--- config.mk ---
export PLATFORM = sky130hd
export DESIGN_NAME = aes_128_sbox_dp
export DESIGN_NICKNAME = d
export VERILOG_FILES = /design/src/rtl/aes_pkg.sv /design/src/rtl/aes_sbox_port.sv /design/src/rtl/aes_128_sbox_dp.sv
export SDC_FILE = /design/constraint.sdc
export NUM_CORES = 2
export LEC_CHECK = 0
export CAP_MARGIN = 5
export CORE_MARGIN = 4
export CORE_UTILIZATION = 60
export DETAILED_ROUTE_END_ITERATION = 10
export PLACE_DENSITY = 0.76
export SYNTH_ARGS = -nofsm -noshare
export SYNTH_HDL_FRONTEND = slang
export SYNTH_SLANG_ARGS = --single-unit
--- constraint.sdc ---
create_clock -name clk -period 2.4 [get_ports clk]
set_input_delay 0.24 -clock clk [delete_from_list [all_inputs] [get_ports clk]]
set_output_delay 0.24 -clock clk [all_outputs]
set_load 0.05 [all_outputs]
--- src/rtl/aes_pkg.sv ---
// Shared AES constants: byte type, table geometry and the forward S-box (SubBytes) table.
// Combinational constants only; no latency and no flow control.
// The table doubles as the power-up image of the dual-port S-box memory.
package aes_pkg;

    localparam int ADDR_W     = 8;
    localparam int DATA_W     = 8;
    localparam int SBOX_DEPTH = 1 << ADDR_W;

    typedef logic [DATA_W-1:0] byte_t;

    localparam byte_t AES_SBOX [SBOX_DEPTH] = '{
        8'h63, 8'h7c, 8'h77, 8'h7b, 8'hf2, 8'h6b, 8'h6f, 8'hc5, 8'h30, 8'h01, 8'h67, 8'h2b, 8'hfe, 8'hd7, 8'hab, 8'h76,
        8'hca, 8'h82, 8'hc9, 8'h7d, 8'hfa, 8'h59, 8'h47, 8'hf0, 8'had, 8'hd4, 8'ha2, 8'haf, 8'h9c, 8'ha4, 8'h72, 8'hc0,
        8'hb7, 8'hfd, 8'h93, 8'h26, 8'h36, 8'h3f, 8'hf7, 8'hcc, 8'h34, 8'ha5, 8'he5, 8'hf1, 8'h71, 8'hd8, 8'h31, 8'h15,
        8'h04, 8'hc7, 8'h23, 8'hc3, 8'h18, 8'h96, 8'h05, 8'h9a, 8'h07, 8'h12, 8'h80, 8'he2, 8'heb, 8'h27, 8'hb2, 8'h75,
        8'h09, 8'h83, 8'h2c, 8'h1a, 8'h1b, 8'h6e, 8'h5a, 8'ha0, 8'h52, 8'h3b, 8'hd6, 8'hb3, 8'h29, 8'he3, 8'h2f, 8'h84,
        8'h53, 8'hd1, 8'h00, 8'hed, 8'h20, 8'hfc, 8'hb1, 8'h5b, 8'h6a, 8'hcb, 8'hbe, 8'h39, 8'h4a, 8'h4c, 8'h58, 8'hcf,
        8'hd0, 8'hef, 8'haa, 8'hfb, 8'h43, 8'h4d, 8'h33, 8'h85, 8'h45, 8'hf9, 8'h02, 8'h7f, 8'h50, 8'h3c, 8'h9f, 8'ha8,
        8'h51, 8'ha3, 8'h40, 8'h8f, 8'h92, 8'h9d, 8'h38, 8'hf5, 8'hbc, 8'hb6, 8'hda, 8'h21, 8'h10, 8'hff, 8'hf3, 8'hd2,
        8'hcd, 8'h0c, 8'h13, 8'hec, 8'h5f, 8'h97, 8'h44, 8'h17, 8'hc4, 8'ha7, 8'h7e, 8'h3d, 8'h64, 8'h5d, 8'h19, 8'h73,
        8'h60, 8'h81, 8'h4f, 8'hdc, 8'h22, 8'h2a, 8'h90, 8'h88, 8'h46, 8'hee, 8'hb8, 8'h14, 8'hde, 8'h5e, 8'h0b, 8'hdb,
        8'he0, 8'h32, 8'h3a, 8'h0a, 8'h49, 8'h06, 8'h24, 8'h5c, 8'hc2, 8'hd3, 8'hac, 8'h62, 8'h91, 8'h95, 8'he4, 8'h79,
        8'he7, 8'hc8, 8'h37, 8'h6d, 8'h8d, 8'hd5, 8'h4e, 8'ha9, 8'h6c, 8'h56, 8'hf4, 8'hea, 8'h65, 8'h7a, 8'hae, 8'h08,
        8'hba, 8'h78, 8'h25, 8'h2e, 8'h1c, 8'ha6, 8'hb4, 8'hc6, 8'he8, 8'hdd, 8'h74, 8'h1f, 8'h4b, 8'hbd, 8'h8b, 8'h8a,
        8'h70, 8'h3e, 8'hb5, 8'h66, 8'h48, 8'h03, 8'hf6, 8'h0e, 8'h61, 8'h35, 8'h57, 8'hb9, 8'h86, 8'hc1, 8'h1d, 8'h9e,
        8'he1, 8'hf8, 8'h98, 8'h11, 8'h69, 8'hd9, 8'h8e, 8'h94, 8'h9b, 8'h1e, 8'h87, 8'he9, 8'hce, 8'h55, 8'h28, 8'hdf,
        8'h8c, 8'ha1, 8'h89, 8'h0d, 8'hbf, 8'he6, 8'h42, 8'h68, 8'h41, 8'h99, 8'h2d, 8'h0f, 8'hb0, 8'h54, 8'hbb, 8'h16
    };

    function automatic byte_t sbox_f(input byte_t b);
        return AES_SBOX[b];
    endfunction

endpackage

--- src/rtl/aes_sbox_port.sv ---
// One access port of the S-box RAM: write request out, read-first registered data back.
// Latency 1 edge (2 with AES_SBOX_OUTREG_EN); every stage advances only while en is high.
// No backpressure: en is the only stall, and a stalled port holds its output.
module aes_sbox_port
    import aes_pkg::*;
(
    input  logic        clk,
    input  logic        rst,
    input  logic        en,
    input  logic        we,
    input  logic [7:0]  addr,
    input  logic [7:0]  di,
    input  logic [7:0]  mem_rdat,
    output logic        mem_we,
    output logic [7:0]  mem_addr,
    output logic [7:0]  mem_wdat,
    output logic [7:0]  dout
);

    byte_t rd_q;

    assign mem_we   = en & we;
    assign mem_addr = addr;
    assign mem_wdat = di;

    // mem_rdat is sampled on the same edge that commits a write, so the old word is returned
    always_ff @(posedge clk or posedge rst) begin
        if (rst) begin
            rd_q <= '0;
        end else if (en) begin
            rd_q <= mem_rdat;
        end
    end

`ifdef AES_SBOX_OUTREG_EN
    byte_t out_q;

    always_ff @(posedge clk or posedge rst) begin
        if (rst) begin
            out_q <= '0;
        end else if (en) begin
            out_q <= rd_q;
        end
    end

    assign dout = out_q;
`else
    assign dout = rd_q;
`endif

endmodule

--- src/rtl/aes_128_sbox_dp.sv ---
// Dual-port 256x8 RAM preloaded with the AES forward S-box; two lookups per clock.
// Latency 1 edge (2 with AES_SBOX_OUTREG_EN); same-address writes resolve to port A.
// No backpressure: ports stall only via ena/enb; rst clears outputs, never the table.
module aes_128_sbox_dp
    import aes_pkg::*;
#(
    parameter int ADDR_W = aes_pkg::ADDR_W,
    parameter int DATA_W = aes_pkg::DATA_W
) (
    input  logic        clk,
    input  logic        rst,
    input  logic        ena,
    input  logic        enb,
    input  logic        wea,
    input  logic        web,
    input  logic [7:0]  addra,
    input  logic [7:0]  addrb,
    input  logic [7:0]  dia,
    input  logic [7:0]  dib,
    output logic [7:0]  doa,
    output logic [7:0]  dob
);

    if (ADDR_W != 8 || DATA_W != 8) begin : g_bad_geometry
        $error("aes_128_sbox_dp: ADDR_W and DATA_W are fixed at 8");
    end

    // Power-up image only; rst deliberately leaves the table alone
    byte_t mem [SBOX_DEPTH] = AES_SBOX;

    logic  a_we, b_we;
    byte_t a_addr, b_addr;
    byte_t a_wdat, b_wdat;
    byte_t a_rdat, b_rdat;

    assign a_rdat = mem[a_addr];
    assign b_rdat = mem[b_addr];

    // Port A is written last so it wins a same-address collision
    always_ff @(posedge clk) begin
        if (b_we) begin
            mem[b_addr] <= b_wdat;
        end
        if (a_we) begin
            mem[a_addr] <= a_wdat;
        end
    end

    aes_sbox_port u_port_a (
        .clk      (clk),
        .rst      (rst),
        .en       (ena),
        .we       (wea),
        .addr     (addra),
        .di       (dia),
        .mem_rdat (a_rdat),
        .mem_we   (a_we),
        .mem_addr (a_addr),
        .mem_wdat (a_wdat),
        .dout     (doa)
    );

    aes_sbox_port u_port_b (
        .clk      (clk),
        .rst      (rst),
        .en       (enb),
        .we       (web),
        .addr     (addrb),
        .di       (dib),
        .mem_rdat (b_rdat),
        .mem_we   (b_we),
        .mem_addr (b_addr),
        .mem_wdat (b_wdat),
        .dout     (dob)
    );

endmodule

==> images/closeup.png <==
Region (212, 212) to (252, 252) um. Cells in grey, sequential cells in the stronger grey; small squares are vias.
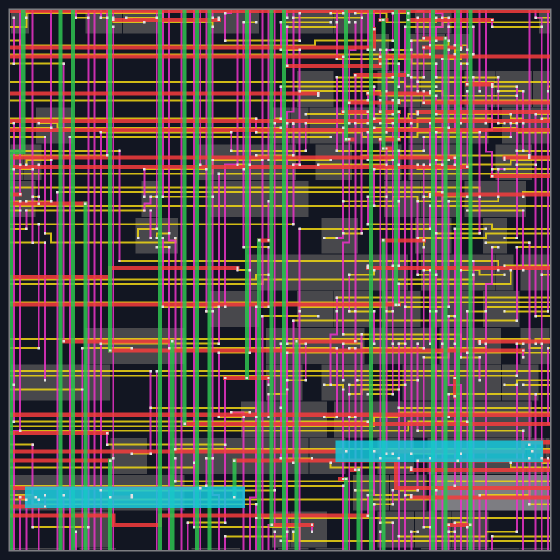
legend:
  cyan:
    layer: M5
  green:
    layer: M4
  magenta:
    layer: M2
  red:
    layer: M3
  yellow:
    layer: M1
cells with their middle in the window: 86
netlist names of flops here include: u_port_a.dout (1)
most frequent: buf_4 (35), buf_12 (11)
sequential cells in the window: 1

==> summary.log <==
qor: finish.layout.nets 9,240
qor: sta.final.setup.worst_slack -0.427 ns
qor: die.die_h 464 um
qor: route.num_vias 95,200
qor: sta.tightest_slew 1.31 ns
qor: die.row_count 167
qor: critical_path.critical_path_peak_fanout 19
qor: critical_path.arrival 3.64 ns
qor: clock_tree.cts-root-buf sky130_fd_sc_hd__clkbuf_16
qor: synth.top_cells_by_area sky130_fd_sc_hd__edfxtp_1, sky130_fd_sc_hd__mux2_2, sky130_fd_sc_hd__mux4_2
qor: sta.post-route-period-util 118%
qor: clock_tree.h-tree-depth 4
qor: synth.syn_nets 8,204
qor: route.detail_route.drc_violations 0
qor: synth.yosysTopAreaCellShare 49.3%
qor: route.wire_length_per_cell 44.5 um
qor: sta.report.final.slew_viol_count 0
qor: synth.post_synth_instance_area 0.125 mm2
qor: clock_tree.clock_path_buffers 3
qor: finish.mostFrequentLayoutCell sky130_fd_sc_hd__mux2_2
qor: synth.ys_warn_count 0
qor: place.dpl_cell_area 0.145 mm2
qor: critical_path.worstSetupPathType primary input to flip-flop
qor: global_route.vias_in_the_first_global_route 91,900
qor: synth.post_synth_tally_of_flip_flops_with_integrated_enable 2,048
qor: synth.netlist_instances 8,166
qor: sta.layout_min_cycle_time 2.83 ns
qor: synth.yosys-stat-cells 8,166
qor: critical_path.critical-path-top-cell-by-count sky130_fd_sc_hd__buf_4
qor: die.die-area 0.215 mm2
qor: clock_tree.cts.reportedPaths.clkPinSlew 0.07 ns
qor: clock_tree.cts-buffers-inserted 221
qor: route.number_of_drc_violations_after_detailed_routing_iteration_0 17,700
qor: clock_tree.tritoncts done
qor: route.routed_wl 539 mm
qor: job.log.warning_count 33
qor: critical_path.slowest_cell_on_the_critical_path sky130_fd_sc_hd__o21ai_1
qor: synth.synth.largest_area_cell sky130_fd_sc_hd__edfxtp_1
qor: sta.totalNegativeSetupSlack -2.25 ns
qor: global_route.grt_pass1_wl 744 mm
qor: route.post_drt_via_cell_ratio 7.86
qor: global_route.groute.usage.overall 49.6%
qor: sta.grt_setup_unrepaired yes
qor: global_route.antenna_found_initial 45
qor: synth.synth_cell_type_count 76
qor: place.detailed_place_hpwl 382 mm
qor: route.first_pass_iters 11
qor: synth.synth_async_sr_flop_share 0.775%
qor: place.dp.cells 11,700
qor: clock_tree.worstSkewPairLatency 0.92 ns
qor: finish.finalNonFillerCells 12,100
qor: synth.synth.cells.most_frequent sky130_fd_sc_hd__mux2_2, sky130_fd_sc_hd__edfxtp_1, sky130_fd_sc_hd__mux4_2, sky130_fd_sc_hd__clkbuf_1, sky130_fd_sc_hd__mux2i_1
qor: die.floorplan.die.width 464 um
qor: power.vdd_drop_max 0.864 mV
qor: job.cap_violations 0
qor: sta.max-slew-margin-rel 11.8%
qor: synth.synth-seq-area-share 49.6%
qor: sta.final-setup-viol-count 17
qor: synth.synth-main-ff-cell sky130_fd_sc_hd__edfxtp_1
qor: critical_path.required 3.21 ns
qor: global_route.grt_max_degree 88
qor: sta.highest_clock_rate 354 MHz
qor: synth.syn_avg_cell_area 15.3 um2
qor: clock_tree.cts.sink_count 2,064
qor: worst_hold_path.worstHoldPathCells 2
qor: place.gpl.final_weighted_congestion 1.06
qor: finish.drive_above_1_share 60.1%
qor: global_route.grt_overflow_total 0
qor: critical_path.critPathCaptureType flip-flop
qor: critical_path.max_stage_delay 0.55 ns
qor: sta.timing_hold_violations_final 0
qor: power.power.static_leakage 0.0520 uW
qor: finish.final_cell_mix sky130_fd_sc_hd__mux2_2, sky130_fd_sc_hd__edfxtp_1, sky130_fd_sc_hd__buf_4
qor: sta.final.hold.worst_slack 0.0695 ns
qor: place.post-place-ws -1.48 ns
qor: power.total_power_consumption_of_the_routed_design 88,200 uW
qor: critical_path.critical_path.cell_chain buf_8 -> buf_12 -> buf_4 -> buf_4 -> mux4_2 -> mux2i_1 -> buf_4 -> o22ai_1 -> o21ai_1 -> buf_4 -> a21oi_1 -> o32a_1
qor: die.io-pin-count 54
qor: route.drtAntennaViolNets 0
qor: synth.numSynthFlops 2,064
qor: finish.layout-area-overhead-vs-synth 23.0%
qor: finish.utilization 74.1%
qor: critical_path.worstRegToRegCells 8
qor: run_status.run_status finished, violations left
qor: die.initial_core_util 60.3%
qor: synth.synth_dominant_cell_count sky130_fd_sc_hd__mux2_2
qor: synth.yosys_area 0.125 mm2
qor: power.cellPowerDensity 575 mW/mm2
qor: finish.stdcell_area 0.153 mm2
qor: place.place.port_buffers 53
qor: sta.skew 0.0482 ns
qor: critical_path.setup.worst_path.start_class primary input
qor: die.floorplan.core_area 0.207 mm2
qor: worst_hold_path.hold_path_class primary input to flip-flop
qor: run_status.failed_checks setup timing
==> images/pinout.png <==
Drawn at 1 px/um. Pins as bars across the die edge, other pins in grey.
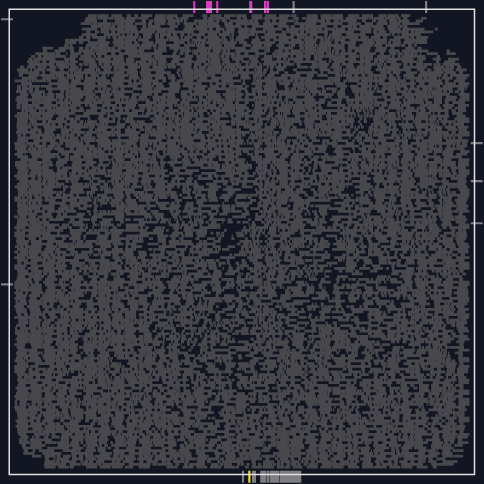
legend:
  magenta:
    port: dia
    pins: 8
    direction: input
    edge: north
  yellow:
    port: ena
    pins: 1
    direction: input
    edge: south
all pins by edge: 37 south, 12 north, 3 east, 2 west

## layout make-up
class	instances	area, um2
diodes	27	67.6
clock inverters	135	1430
multi-input cells	5128	61500
inverters	11	56.3
well taps	2704	3380
repair buffers	1776	19100
fillers	12800	53500
flip-flops and latches	2064	61900
clock buffers	275	5860
## what timing repair did
item | CTS | global route
hold buffers | 3 | 0
buffers inserted | 6 | 1
endpoints found under the hold margin | 18 | 0
resized | 98 | 49
setup endpoints to repair | 31 | 16
pin swaps | 25 | 28
## critical path: cells and delay by family
kind,cells,cell delay (ns)
AND-OR/OR-AND,4,1.06
buffers and inverters,6,1.47
multiplexers,2,0.81
## path summary, 6_finish.rpt
path	end	slack, ns	startpoint
setup / recovery	u_port_a.dout[7]	-0.43	addra[0]
hold / removal	mem[179][6]	0.07	dib[6]
setup reg to reg	u_port_a.dout[7]	-0.42	mem[175][7]
hold reg to reg	u_port_b.dout[5]	0.75	u_port_b.dout[5]
max in group asynchronous	u_port_a.dout[3]	1.71	rst
min in group asynchronous	u_port_b.dout[5]	0.33	rst
## state kept, by name (all words and copies together), names as in the netlist
| name | count |
|---|---|
| u_port_b.dout | 8 |
| u_port_a.dout | 8 |
| mem | 2048 |
## kinds of logic after synthesis
group / synth area share [%]
AND-OR/OR-AND: 4.20
buffers and inverters: 3.52
flip-flops: 49.6
multiplexers: 38.9
AND/OR/NAND/NOR: 3.78
## power breakdown
group          total [uW]  internal (uW)  switching [uW]  leakage [uW]
logic               12800           5230            7530        0.0299
registers           39900          39700             200        0.0186
clock network       35500          20200           15300       0.00356
total               88200          65100           23100        0.0520
## metal layers
layer  global-route usage, %  routed length, um
met1                    63.3             176000
met2                    68.7             222000
met3                    20.3              89900
met4                    35.3              51200
met5                   0.847                514
Power and IR drop assume default switching activity.
